--- config.mk ---
export PLATFORM = sky130hd
export DESIGN_NAME = shot_sequencer
export DESIGN_NICKNAME = d
export VERILOG_FILES = /design/src/rtl/shot_sequencer.sv
export SDC_FILE = /design/constraint.sdc
export NUM_CORES = 1
export LEC_CHECK = 0
export ABC_CLOCK_PERIOD_IN_PS = 3600
export CELL_PAD_IN_SITES_DETAIL_PLACEMENT = 0
export CELL_PAD_IN_SITES_GLOBAL_PLACEMENT = 1
export CORE_MARGIN = 2
export CORE_UTILIZATION = 42
export CTS_CLUSTER_SIZE = 16
export DETAILED_ROUTE_END_ITERATION = 10
export GPL_TIMING_DRIVEN = 0
export PLACE_DENSITY_LB_ADDON = 0.08
export REMOVE_ABC_BUFFERS = 1
export SLEW_MARGIN = 20
export SYNTH_ARGS = -nofsm -noshare
export SYNTH_HDL_FRONTEND = slang
export SYNTH_SLANG_ARGS = --single-unit
--- constraint.sdc ---
create_clock -name clk -period 3.6 [get_ports clk]
set_input_delay 0.9 -clock clk [delete_from_list [all_inputs] [get_ports clk]]
set_output_delay 0.9 -clock clk [all_outputs]
set_load 0.02 [all_outputs]
--- src/rtl/shot_sequencer.sv ---
`default_nettype none
// ============================================================================
// Module  : shot_sequencer
// Brief   : Player-side round controller that aims, fires and scores shots
//           resolved by trajectory_calc.
// Rev     : 1.0  initial release
// ============================================================================
module shot_sequencer #(
  parameter int         SHOTS     = 8,
  parameter int         TIMEOUT   = 63,
  parameter logic [9:0] LFSR_SEED = 10'h2A5
) (
  input  logic       clk,
  input  logic       rst,
  input  logic       btn_start,
  input  logic       btn_fire,
  input  logic       btn_left,
  input  logic       btn_right,
  input  logic       btn_up,
  input  logic       btn_down,
  input  logic       btn_run,
  input  logic       btn_dir,
  input  logic       result_valid,
  input  logic       hit,
  input  logic [4:0] positionx,
  output logic [4:0] xpos,
  output logic [4:0] rise_out,
  output logic [4:0] run_out,
  output logic       direction_out,
  output logic       shoot,
  output logic [4:0] target_x,
  output logic [4:0] target_y,
  output logic [3:0] score,
  output logic [3:0] shots_left,
  output logic [4:0] last_impact_x,
  output logic       busy,
  output logic       game_over,
  output logic       timeout_err
);

  typedef enum logic [2:0] {
    S_IDLE  = 3'd0,
    S_AIM   = 3'd1,
    S_FIRE  = 3'd2,
    S_WAIT  = 3'd3,
    S_SCORE = 3'd4,
    S_OVER  = 3'd5
  } state_t;

  localparam logic [3:0] c_shots   = 4'(SHOTS);
  localparam logic [7:0] c_timeout = 8'(TIMEOUT);

  state_t     r_state;
  logic [9:0] r_lfsr;
  logic [7:0] r_btn_prev;
  logic [7:0] r_wait_cnt;
  logic       r_hit;
  logic       r_resolved;
  logic [4:0] r_impact;

  logic [7:0] w_btn;
  logic [7:0] w_edge;
  logic       w_start_e, w_fire_e, w_left_e, w_right_e;
  logic       w_up_e, w_down_e, w_run_e, w_dir_e;
  logic       w_lfsr_fb;
  logic [4:0] w_new_tx;
  logic [4:0] w_new_ty;

  assign w_btn  = {btn_start, btn_fire, btn_left, btn_right,
                   btn_up, btn_down, btn_run, btn_dir};
  assign w_edge = w_btn & ~r_btn_prev;
  assign {w_start_e, w_fire_e, w_left_e, w_right_e,
          w_up_e, w_down_e, w_run_e, w_dir_e} = w_edge;

  assign w_lfsr_fb = r_lfsr[9] ^ r_lfsr[6];
  assign w_new_tx  = r_lfsr[4:0];
  // A zero row would put the target on the ground line, so it is bumped to 1.
  assign w_new_ty  = (r_lfsr[9:5] == 5'd0) ? 5'd1 : r_lfsr[9:5];

  always_ff @(posedge clk or posedge rst) begin
    if (rst) begin
      r_state       <= S_IDLE;
      r_lfsr        <= LFSR_SEED;
      r_btn_prev    <= 8'd0;
      r_wait_cnt    <= 8'd0;
      r_hit         <= 1'b0;
      r_resolved    <= 1'b0;
      r_impact      <= 5'd0;
      xpos          <= 5'd16;
      rise_out      <= 5'd0;
      run_out       <= 5'd1;
      direction_out <= 1'b0;
      shoot         <= 1'b0;
      target_x      <= 5'd0;
      target_y      <= 5'd0;
      score         <= 4'd0;
      shots_left    <= 4'd0;
      last_impact_x <= 5'd0;
      busy          <= 1'b0;
      game_over     <= 1'b0;
      timeout_err   <= 1'b0;
    end else begin
      r_lfsr     <= {r_lfsr[8:0], w_lfsr_fb};
      r_btn_prev <= w_btn;
      shoot      <= 1'b0;

      case (r_state)
        S_IDLE, S_OVER: begin
          if (w_start_e) begin
            score       <= 4'd0;
            shots_left  <= c_shots;
            timeout_err <= 1'b0;
            target_x    <= w_new_tx;
            target_y    <= w_new_ty;
            game_over   <= 1'b0;
            r_state     <= S_AIM;
          end
        end

        S_AIM: begin
          if (w_fire_e) begin
            shoot   <= 1'b1;
            busy    <= 1'b1;
            r_state <= S_FIRE;
          end else begin
            if (w_left_e && !w_right_e && xpos != 5'd0)
              xpos <= xpos - 5'd1;
            else if (w_right_e && !w_left_e && xpos != 5'd31)
              xpos <= xpos + 5'd1;

            if (w_up_e && !w_down_e && rise_out != 5'd31)
              rise_out <= rise_out + 5'd1;
            else if (w_down_e && !w_up_e && rise_out != 5'd0)
              rise_out <= rise_out - 5'd1;

            // Run skips zero so the slope is always defined.
            if (w_run_e)
              run_out <= (run_out == 5'd31) ? 5'd1 : run_out + 5'd1;

            if (w_dir_e)
              direction_out <= ~direction_out;
          end
        end

        S_FIRE: begin
          r_wait_cnt <= 8'd0;
          r_state    <= S_WAIT;
        end

        S_WAIT: begin
          r_wait_cnt <= r_wait_cnt + 8'd1;
          if (result_valid) begin
            r_hit      <= hit;
            r_resolved <= 1'b1;
            r_impact   <= positionx;
            r_state    <= S_SCORE;
          end else if (r_wait_cnt == c_timeout) begin
            r_hit       <= 1'b0;
            r_resolved  <= 1'b0;
            timeout_err <= 1'b1;
            r_state     <= S_SCORE;
          end
        end

        S_SCORE: begin
          shots_left <= shots_left - 4'd1;
          busy       <= 1'b0;
          if (r_resolved)
            last_impact_x <= r_impact;
          if (r_hit) begin
            if (score != 4'd15)
              score <= score + 4'd1;
            target_x <= w_new_tx;
            target_y <= w_new_ty;
          end
          if (shots_left == 4'd1) begin
            game_over <= 1'b1;
            r_state   <= S_OVER;
          end else begin
            r_state   <= S_AIM;
          end
        end

        default: begin
          busy    <= 1'b0;
          r_state <= S_IDLE;
        end
      endcase
    end
  end

endmodule
`default_nettype wire

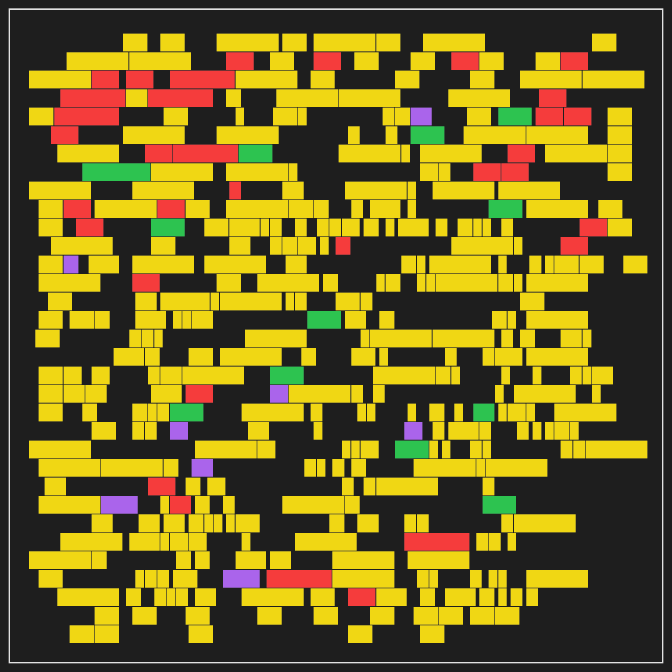
Run 1: drive-strength map
[drive 2] red | cells: 33 | most used: mux2_2
[drive 1 or less] yellow | cells: 334 | most used: dfrtp_1
[drive 6 and up] green | cells: 12 | most used: clkbuf_8
[drive 3 to 4] purple | cells: 8 | most used: clkinvlp_4

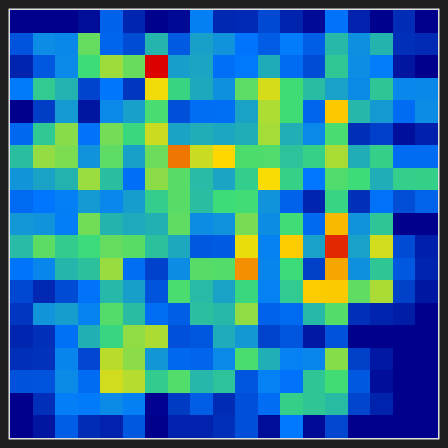
Run 1: routed metal per tile
19 x 19 tiles, from dark blue (low) to red (high), scaled to the fullest tile. Values are wire area over tile area, all layers added.
mean over tiles: 0.12
emptiest ninth of the die: lower right
densest ninth of the die: center
fullest tile: 0.37
GRT Util Overall: 15.9%
total number of vias: 2479
routed wire length: 6.72 mm
detail-routed net length per standard cell: 13.7 µm

==> commit_impl_results.txt, run 1 <==
Update PnR metrics after Yosys + OpenROAD run

- In the power breakdown, the internal column shows around 2000 µW.
- Number of global-route vias before repair: around 2400
- The first global-routing pass estimated 11.3 mm of wire.
* Finish-stage setup viols: 0
- Per the log, the first TritonRoute iteration ended with a DRC count of just under 60.
- Total power of the final layout: approximately 3200 µW
- Number of clock buffers inserted by TritonCTS: 9
* Layout cells sized above 1: a little over an eighth
* Area of the synthesized netlist per yosys stat: roughly 0.0035 mm²
* Met2 WL post-DR: 2.95 mm
* Syn Std Cell Area: 0.00355 mm²
- Buffers added to address setup during post-CTS repair amount to 0.
* Maximum VDD drop: between 0.2 and 0.3 mV
* Fmax: approximately 330 MHz
- Per the detail_route report, vias per standard cell equal between 5 and 6.
- Of the combinational cells, the family taking the most area is simple AND/OR/NAND/NOR gates.
- Met3 wire length: about 390 µm
* Antenna violations before repair: 0
* Reg power frac: between 40 and 50%
- Min-delay worst type: reg -> reg
- GR met3 Demand/Resource: between 6 and 7%
- The final timing report lists clock skew as about 0.010 ns.
- In this run the register-to-register setup slack is roughly 0.96 ns.
* MI comb area: 0.00149 mm²
- Antenna Diode Count: 0
- The data arrival time reported for the critical path is about 3.3 ns.
- The placement summary gives the final routability congestion estimate as 0.776.
- # IOs: ~60
* Gate family responsible for the most delay along the worst path: simple AND/OR/NAND/NOR gates
* Cell chain of the critical path: clkdlybuf4s50_1 -> nor2b_1 -> nor2_1 -> nand2_1 -> inv_1 -> ha_1 -> a31oi_1 -> o31ai_1 -> a31oi_1 -> mux2i_1 -> xor2_1
* Synthesis-to-layout area growth: 25.6%
* Critical-path cell with the highest stage delay: clkdlybuf4s50_1
- The leakage power in the latest report is around 0.0020 µW.
* YS warnings: 0
* # DRC: 0
- Nets still carrying antenna violations after routing amount to 0.
* Most common logic cell in the routed design: dfrtp_1
* Register share after synthesis: 56.0%
- Most Crowded Layer GR: met2
* Crit path from: btn_right
- Of the post-synthesis cell area, the dominant cell type holds between 50% and 60%.
- Core Footprint: 0.00822 mm²
* Result of the run: completed
- Hold is met by approximately 0.38 ns.
* Total net switching power: between 1000 and 1500 µW
- The placed instances occupy a cell area of ~0.0043 mm².
- After Yosys synthesis, XOR and XNOR cells account for roughly 3.7% of the synthesized area.
* Share of total power in the clock network: 18.9%
- After filler insertion, the fill cell instance count of the layout stands at ~730.
* Die Width: about 96 µm
- OpenROAD warning count: 27
- Each instance of the synthesized netlist takes up on average between 10 and 15 µm².
* Post-synthesis simple-gate area fraction: between 10% and 20%
* Hold wc startpoint: r_lfsr[4]
* Number of H-tree branching levels: 3
- Looking at the worst setup and hold paths, the clock pins of their registers show a slew of 0.08 ns.
* Source-to-sink clock delay at the later pin of the worst-skew pair: ~0.35 ns
* Chip area: a little over 0.009 mm²
- The detailed router used layers up to and including met4.
- Routing usage on met2: 23.3%
* Overall overflow remaining after global route: 0
- Worst Max-Slew Pin Slew: around 0.76 ns
* Area fraction in mux cells: ~9.0%
* Filler-free cell count of the finished design: ~490
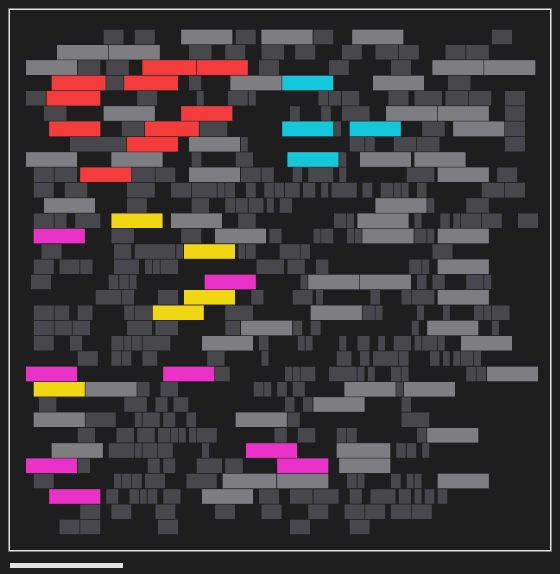
Run 1: where the registers sit
The bar under the picture is 20 µm long. Other sequential cells in the stronger gray, the rest of the logic in the fainter gray.
[`shots_left`] cyan | flops: 4 | where: top center
[`r_btn_prev`] magenta | flops: 8
[`rise_out`] yellow | flops: 5
[`r_lfsr`] red | flops: 10 | where: upper left
not colored: 52
sequential share of cell area: 44.5%
final core utilization: 54.3%
flip-flop and latch area: 0.00199 mm²

==> run 1: sequential cells by signal, summed over array words and instances (netlist names), 3 cells and up <==
register,cells
target_y,5
r_lfsr,10
xpos,5
shots_left,4
last_impact_x,5
r_impact,5
r_btn_prev,8
r_wait_cnt,8
rise_out,5
run_out,5
score,4
r_state,3
target_x,5
==> run 1: cell type report <==
class,instances,share of cell area (%)
Clock buffer,10,3.09
Timing Repair Buffer,60,13.9
Sequential cell,79,44.5
Inverter,13,1.15
Tap cell,105,2.95
Multi-Input combinational cell,219,33.4
Clock inverter,6,1.01
==> run 1: synthesized netlist by cell type, types with 4 or more instances <==
cell type,n
nor4_1,5
xnor2_1,9
o21ai_0,22
clkbuf_1,4
inv_1,13
nand2_1,34
a31oi_1,8
dfstp_2,7
mux2_2,23
nand2b_1,7
a21oi_1,9
nor3_1,9
dfrtp_1,72
nand3_1,13
xor2_1,6
ha_1,12
nor2b_1,5
nor2_1,19
==> run 1: stage by stage <==
| step | util, % | setup WS (ns) |
|---|---|---|
| finish | 54.3 | 0.612 |
| global route | 54.3 | 0.393 |
| CTS | 54.3 | 0.619 |
| detailed placement | 52.0 | 0.249 |
| global placement | 51.7 | -0.665 |
| floorplan | - | 0.688 |
==> run 1: power groups by stage <==
stage	Combinational, µW	Sequential (µW)	Clock, µW
floorplan	644	1480	0
global placement	1220	1370	0
detailed placement	1250	1370	0
CTS	1250	1350	624
global route	1380	1400	668
finish	1230	1350	601
==> run 1: worst register-to-register path: stages, from the launching register on <==
cell	delay, ns
dfrtp_1	0.45
or3_1	0.39
or3_1	0.36
nand2_1	0.13
inv_1	0.05
ha_1	0.32
a31oi_1	0.18
o31ai_1	0.09
a31oi_1	0.20
mux2i_1	0.25
xor2_1	0.16
==> run 2, diff against run 1 <==
--- a/config.mk
+++ b/config.mk
@@ -5,7 +5,7 @@
 export SDC_FILE = /design/constraint.sdc
 export NUM_CORES = 1
 export LEC_CHECK = 0
-export ABC_CLOCK_PERIOD_IN_PS = 3600
+export ABC_CLOCK_PERIOD_IN_PS = 3000
 export CELL_PAD_IN_SITES_DETAIL_PLACEMENT = 0
 export CELL_PAD_IN_SITES_GLOBAL_PLACEMENT = 1
 export CORE_MARGIN = 2
==> constraint.sdc (replaced) <==
create_clock -name clk -period 3 [get_ports clk]
set_input_delay 0.75 -clock clk [delete_from_list [all_inputs] [get_ports clk]]
set_output_delay 0.75 -clock clk [all_outputs]
set_load 0.02 [all_outputs]
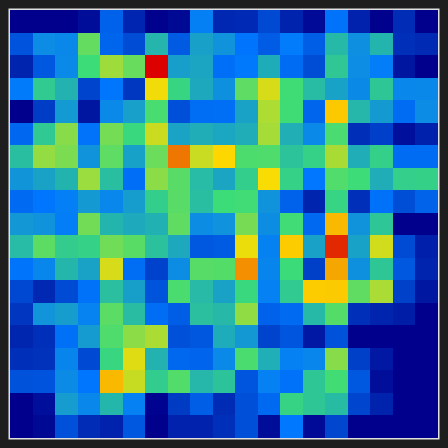
Run 2: routed metal per tile
19 x 19 tiles, from dark blue (low) to red (high), scaled to the fullest tile. Values are wire area over tile area, all layers added.
fullest tile: 0.37
tiles over half the peak: 19%
nearly empty tiles: 8.6%
emptiest ninth of the die: lower right

==> commit_impl_results.txt, run 2 <==
Update PnR metrics after Yosys + OpenROAD run

- The synthesis report lists the most area-consuming cells as dfrtp_1, mux2_2, dfstp_2.
- Syn Std Cell Area: 0.00355 mm²
* Die boundary height: around 96 µm
- Once placement finished, the instance area stood at about 0.0043 mm².
- Most common logic cell in the routed design: dfrtp_1
- Number of H-tree branching levels: 3
- Net switching is between 30% and 40% of the power.
- The first global-routing pass estimated 11.3 mm of wire.
- In this run the biggest area consumer among cell types represents slightly above 50% of the synthesized area.
- Clock tree from TritonCTS: done
* Synthesis-to-layout area growth: 25.8%
- After Yosys synthesis, and, or, nand and nor cells account for 14.7% of the synthesized area.
- For this design, the CTS-stage hold fixing added 0 buffers.
- The routed design has 6.74 mm of wire.
- The script logs the ratio of routed vias to standard cells as approximately 5.0.
* Commonest non-fill, non-tap cells in the layout: dfrtp_1, clkdlybuf4s50_1, nand2_1
- The transition time recorded at the tightest slew-check pin is 0.758 ns.
- The flow ran to the end, and the final reports show no timing, DRC or antenna violations.
- In this run the worst setup path begins at btn_left.
- Data arrives at the worst endpoint at slightly above 3 ns.
* Number of global-route vias before repair: about 2400
- Post-detail-place hpwl: between 4 and 5 mm
* Length of the first detailed-routing pass in iterations: 4
- Logic gate share of total power: roughly two fifths
- Per the synth stats, the flop cell with the highest instance count is dfrtp_1.
- CP max FO: 6
* Source-to-sink clock delay at the later pin of the worst-skew pair: ~0.35 ns
- Gate family responsible for the most delay along the worst path: simple AND/OR/NAND/NOR gates
- The most numerous cell type found on the critical path is a31oi_1.
- Of all flip-flops after synthesis, the portion carrying an async set or reset was 100%.
- The share of the core area taken by cells at floorplan is 43.2%.
- Number of gates resized after cts: 0
- In this run the horizontal extent of the chip is 95.9 µm.
* RR Endpoint: xpos[4]
- Area fraction in mux cells: roughly 9%
- The register with the most flip-flops in the layout has 10 of them.
- Summing the areas of all xor and xnor instances in the mapped netlist gives 3.70% of the synthesized area.
- Cell chain of the critical path: clkdlybuf4s50_1 -> nand2b_1 -> nor2_2 -> nand2_1 -> xnor2_1 -> ha_1 -> a31oi_1 -> o31ai_1 -> a31oi_1 -> mux2i_1 -> xor2_1
- Number of fill cells in the layout: between 700 and 800
* Final layout net count: 412
- Per the OpenROAD floorplan log, the area of the core is 0.00822 mm².
- Following the worst setup path forward leads to its endpoint at xpos[4].
* Endpoint type of the worst setup path: flop
- Number of flip-flops and latches in the synthesized netlist: 79
* Maximum VDD drop: ~0.35 mV
* Total negative slack: 0 ns
- Buffer depth of the longest clock path: 2
- The final timing report derives a shortest allowable period of ~2.7 ns.
* OpenROAD warning count: 27
- A synthesized cell averages 11.2 µm².
* R2r worst-path depth: 10
- P per Cell Area: ~860 mW/mm²
- Total clock sinks: 79
- Critical-path cell with the highest stage delay: clkdlybuf4s50_1
- Per the post-route antenna check, the number of violating nets is 0.
- The most critical min-delay path falls under reg -> reg.
- The synthesized netlist has a Yosys-reported chip area of around 0.0035 mm².
- GRT Util Overall: ~16%
- Setup repair after global routing left no endpoint under its margin.
- Per the gpl log, the routability congestion estimate is 0.776.
* Buffers on Ports: approximately 59
- Counting flops per register, the top entry is r_lfsr.
- During I/O placement, the number of pins put on the boundary was about 60.
* Critical Path Source Type: input port
- 0 antenna diodes ended up in the layout.
* Final design instance area without fill: 0.00446 mm²
- TritonCTS created 9 clock buffers.
- Share of total power in the clock network: a little under a fifth
- The first routing iteration left 60 violations.
- The cell count after synthesis came out at approximately 320.
- Number of distinct library cell variants in the gate-level netlist after synthesis: between 40 and 50
* Final Hold Violating Endpoints: 0
* Maximum number of pins on one net before global-route repair: around 47
- The final timing report lists clock skew as 0.0104 ns.
- Layout cells sized above 1: roughly 14%
- The synthesis stats list as the most numerous cell dfrtp_1.
- Finish-stage setup viols: 0
* Logic family by area: simple AND/OR/NAND/NOR gates
- The worst setup path is of the in -> reg kind.
* Crit path depth: 11
- Leading registers by flop count: r_lfsr: 10 flops, r_btn_prev: 8 flops, r_wait_cnt: 8 flops
* Reg power frac: between 40% and 50%
* Post-CTS Setup Bufs: 0
- The script extracted a net switching power of between 1000 and 1500 µW.
- STA reports a reg2reg setup slack of between 0.3 and 0.4 ns.
* Clock transition at the register clock pins on the worst setup and hold paths after CTS: approximately 0.08 ns
* Final Cycle Share: a little over 90%
* Row count: 33
* # DRC: 0
- Compound-cell area share of the yosys netlist: 9.45%
- The synthesis run shows the most used standard cells to be dfrtp_1, nand2_1, mux2_2.
- Flip-flop and latch area: between 0.0015 and 0.002 mm²
- Adder and majority cell fraction of the synthesized area: roughly 5%
- The initial antenna violation count is 0.
- Minimum hold slack: approximately 0.38 ns
* Reg-to-reg startpoint: xpos[0]
* Detail-routed net length per standard cell: 13.7 µm
- The largest total area in the synthesized netlist belongs to dfrtp_1.
- Total number of vias: 2481
* Chip area: a little over 0.009 mm²
- Yosys printed 0 warnings.
* CTS root buf: clkbuf_8
- Fmax: 365 MHz
- Max_slew headroom: about half
* Power Internal: between 2000 and 2500 µW
* Max-cap viol count: 0
- Count of flip-flops with a built-in enable after synthesis: 0
- Among all stages on the critical path, the maximum delay recorded is 0.48 ns.
- Register share after synthesis: 56.0%
- Yosys stat counts approximately 320 cells in the synthesized netlist.
- The script extracted a total leakage power of roughly 0.0020 µW.
- Summed over all layers, the global routing overflow is 0.
- The multi-input combinational cells in the finished layout cover a total of ~0.0015 mm².
- Together, buffers and inverters on the worst path number 1.
* Number of pins with negative max-slew slack in the final report: 0
[run 2: cell counts in the layout (fill, tap and decap cells not counted)]
No cell type changed its count.
[run 2: final cells by class]
type | count | area share (%)
repair buffers | 60 | 13.8
flip-flops and latches | 79 | 44.5
multi-input cells | 219 | 33.5
well taps | 105 | 2.94
clock buffers | 10 | 3.08
clock inverters | 6 | 1.01
inverters | 13 | 1.15
[run 2: worst min path at each step]
stage | start | endpoint | slack [ns] | depth (start not counted)
final | r_lfsr[4] | r_lfsr[5] | 0.38 | 0
after global routing | r_lfsr[4] | r_lfsr[5] | 0.39 | 0
after CTS | r_lfsr[4] | r_lfsr[5] | 0.38 | 0
after detailed placement | r_lfsr[3] | r_lfsr[4] | 0.36 | 0
after global placement | r_lfsr[3] | r_lfsr[4] | 0.36 | 0
after floorplan | r_lfsr[3] | r_lfsr[4] | 0.35 | 0
[run 2: power groups by stage]
| stage | Sequential, µW | Combinational [µW] | Clock [µW] |
|---|---|---|---|
| after floorplan | 1770 | 773 | 0 |
| after global placement | 1640 | 1470 | 0 |
| after detailed placement | 1640 | 1500 | 0 |
| after CTS | 1620 | 1500 | 749 |
| after global routing | 1670 | 1650 | 802 |
| final | 1620 | 1480 | 721 |
[run 2: per-stage QoR]
stage | instances | total power, µW | worst slack, ns | utilization, %
after global placement | 475 | 3110 | -1.12 | 51.7
after global routing | 492 | 4130 | 0.0220 | 54.3
after floorplan | 311 | 2540 | 0.238 | -
after detailed placement | 476 | 3140 | -0.201 | 52.0
after CTS | 492 | 3870 | 0.169 | 54.3
final | 492 | 3820 | 0.261 | 54.3
[run 2: per-layer routing]
metal,track usage [%],share of wire [%],vias to the layer above
li1,-,-,1249
met1,21.8,49,1185
met2,23.3,44,41
met3,6.34,5.7,6
met4,4.64,0.98,0
met5,0,0,-
==> run 3, diff against run 2 <==
--- a/config.mk
+++ b/config.mk
@@ -5,16 +5,17 @@
 export SDC_FILE = /design/constraint.sdc
 export NUM_CORES = 1
 export LEC_CHECK = 0
-export ABC_CLOCK_PERIOD_IN_PS = 3000
+export ABC_CLOCK_PERIOD_IN_PS = 3350
 export CELL_PAD_IN_SITES_DETAIL_PLACEMENT = 0
 export CELL_PAD_IN_SITES_GLOBAL_PLACEMENT = 1
 export CORE_MARGIN = 2
-export CORE_UTILIZATION = 42
+export CORE_UTILIZATION = 45
 export CTS_CLUSTER_SIZE = 16
 export DETAILED_ROUTE_END_ITERATION = 10
 export GPL_TIMING_DRIVEN = 0
 export PLACE_DENSITY_LB_ADDON = 0.08
 export REMOVE_ABC_BUFFERS = 1
+export SETUP_SLACK_MARGIN = 0.4
 export SLEW_MARGIN = 20
 export SYNTH_ARGS = -nofsm -noshare
 export SYNTH_HDL_FRONTEND = slang
==> constraint.sdc (replaced) <==
create_clock -name clk -period 3.35 [get_ports clk]
set_input_delay 0.8375 -clock clk [delete_from_list [all_inputs] [get_ports clk]]
set_output_delay 0.8375 -clock clk [all_outputs]
set_load 0.02 [all_outputs]
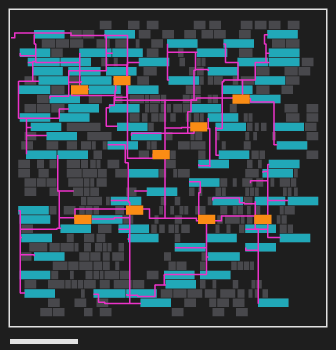
Run 3: routed clock nets over the placement
The bar under the picture is 20 µm long.
[cells driving clock nets] orange | count: 9
[flip-flops] cyan | count: 79
[clock wires] magenta | length: 963 µm
routed clock nets: 10
flops lie: all over the die

==> commit_impl_results.txt, run 3 <==
Update PnR metrics after Yosys + OpenROAD run

* Flip-flop count of the largest register, all copies and words added: 10
- Buffers on Ports: ~59
* Core Footprint: around 0.0077 mm²
* Last weighted congestion value of the routability-driven placer: 0.798
- Entering global routing, the biggest net connects between 40 and 50 pins.
- Buffers inserted to repair hold after CTS numbered 0.
- The timing report gives the biggest stage delay along the critical path as between 0.4 and 0.5 ns.
* Arrival time worst endpoint: just over 3 ns
* Most common logic cell in the routed design: dfrtp_1
- Number of gates resized after cts: 0
- Yosys stat counts ~320 cells in the synthesized netlist.
- The logs give a warning total of 27.
- Relative to the synthesized area, the layout overhead comes to 26.5%.
- Summed over all cells, the static leakage comes to around 0.0020 µW.
* Dominant cell area share: between 50% and 60%
- The first global-routing pass estimated 11.6 mm of wire.
* Fmax: between 300 and 400 MHz
- The routed layout has 2572 vias.
- The number of setup buffers added after CTS is 0.
- Via/cell ratio: 5.23
- GRT Util Overall: 17.1%
* Max-cap viol count: 0
- Critical Setup Path Class: in -> reg
* Area of the synthesized netlist per yosys stat: about 0.0035 mm²
- From left edge to right edge, the die measures 92.8 µm.
* Detail-routed net length per standard cell: 14.2 µm
- Number of clock buffers inserted by TritonCTS: 9
- Gate family responsible for the most delay along the worst path: simple AND/OR/NAND/NOR gates
- In the log, the iteration count for the first detailed-route pass is 4.
- Result of the run: completed
- Layout cells sized above 1: approximately 15%
- Synthesis produced a netlist whose cell count is 317.
- Critical Path Source Type: input port
* Total power of the final layout: approximately 3400 µW
* Commonest non-fill, non-tap cells in the layout: dfrtp_1, clkdlybuf4s50_1, nand2_1
* Number of H-tree branching levels: 3
- Post-detail-place hpwl: ~4.7 mm
* CTS root buf: clkbuf_8
- Walking the worst path, the cells encountered are clkdlybuf4s50_1 -> nand2b_1 -> nor2_4 -> nand2_1 -> xnor2_1 -> ha_1 -> a31oi_1 -> o31ai_1 -> a31oi_1 -> mux2i_1 -> xor2_1.
* # DRC: 0
* Core Density at Floorplan: between 40 and 50%
- Largest Register: r_lfsr
- According to the finish report, the design has a final net count of a little over 400.
- The report lists the number of standard-cell rows as 32.
* Total negative slack: 0 ns
- Critical-path cell with the highest stage delay: clkdlybuf4s50_1
- STA reports the tightest min-delay check as being of type reg -> reg.
- Die boundary height: around 93 µm
- 0 antenna diodes ended up in the layout.
- The via count of the first global-routing pass came to 2462.
* Routed wire length: about 7.0 mm
* Number of violations reported at the end of detailed-routing iteration 0: between 100 and 150
- Leading cell types by count after synthesis: dfrtp_1, nand2_1, mux2_2
- Summed over all instances, the cell type with the most area after synthesis is dfrtp_1.
* Final setup margin: about 0.58 ns
- Register share after synthesis: roughly 56%
- Counting every sink on the clock net gives just under 80.
- # IOs: 60
- P per Cell Area: between 700 and 800 mW/mm²
- The launch point of the worst min-delay path is recorded as r_lfsr[3].
* Leading registers by flop count: r_lfsr: 10 flops, r_btn_prev: 8 flops, r_wait_cnt: 8 flops
- Number of pins with negative max-slew slack in the final report: 0
- By area the synthesized netlist is led by dfrtp_1, mux2_2, dfstp_2.
* Crit path from: btn_left
* Post-route antenna net violation count: 0
* Clock tree from TritonCTS: done
- Pre-CTS setup slack: 0.0860 ns
- Looking at the critical path, the highest net fanout was 6.
- Source-to-sink clock delay at the later pin of the worst-skew pair: roughly 0.35 ns
- The most common cell in the synthesized netlist is dfrtp_1.
* Endpoint type of the worst setup path: flop
* Buffer depth of the longest clock path: 2
* Overall overflow remaining after global route: 0
- A synthesized cell averages roughly 11 µm².
- After synthesis, the share of flip-flops with an asynchronous set or reset is 100%.
* Worst Max-Slew Pin Slew: ~0.86 ns
- Time the worst path needs with I/O delays and setup: around 2.8 ns
[run 3: netlist changes by cell type in the layout (fill, tap and decap cells not counted), sizes merged]
cell and delta:
clkbuf -1, clkinvlp -2, buf +3, inv +2, clkinv +1
[run 3: power breakdown]
group          leakage (µW)  switching (µW)  internal (µW)  total, µW
logic              0.000916             684            661       1340
registers          0.000985             270           1180       1450
clock network     0.0000906             370            278        648
total               0.00199            1320           2120       3450
[run 3: through the flow]
| step | cells | cell area [µm²] | util, % |
|---|---|---|---|
| finish | 492 | 4490 | 58.4 |
| global route | 492 | 4490 | 58.4 |
| CTS | 489 | 4450 | 57.9 |
| detailed placement | 473 | 4270 | 55.6 |
| global placement | 472 | 4240 | 55.2 |
| floorplan | 311 | 3520 | - |
[run 3: logic make-up after synthesis]
group / Yosys count / synth area share (%)
muxes: 28 / 8.99
buffers and inverters: 19 / 2.08
AOI/OAI and AO/OA: 55 / 9.45
and+or+nand+nor: 107 / 14.7
DFF: 79 / 56.0
adders and majority gates: 14 / 5.08
xor gates and xnor gates: 15 / 3.70
[run 3: cell type report]
class	instances	area (µm²)
clock inverters	7	56.3
repair buffers	63	641
clock buffers	9	124
inverters	13	51.3
multi-input cells	219	1500
fillers	666	3200
flip-flops and latches	79	1990
well taps	102	128
[run 3: routing by layer]
layer,share of wire (%),up-vias,track usage [%]
met4,1.0,0,4.04
met2,47,46,26.9
met3,4.2,6,6.18
li1,-,1252,-
met1,48,1268,22.8
met5,0,-,0
[run 3: worst paths after layout]
check	cells after the start	end	slack, ns
min	0	r_lfsr[4]	0.38
min reg2reg	0	r_lfsr[4]	0.38
max	11	xpos[4]	0.58
max reg2reg	10	xpos[4]	0.68
min in group asynchronous	2	r_lfsr[3]	0.86
max in group asynchronous	3	xpos[4]	1.87
Power figures rest on the tool's default switching activity, not on a simulated workload.
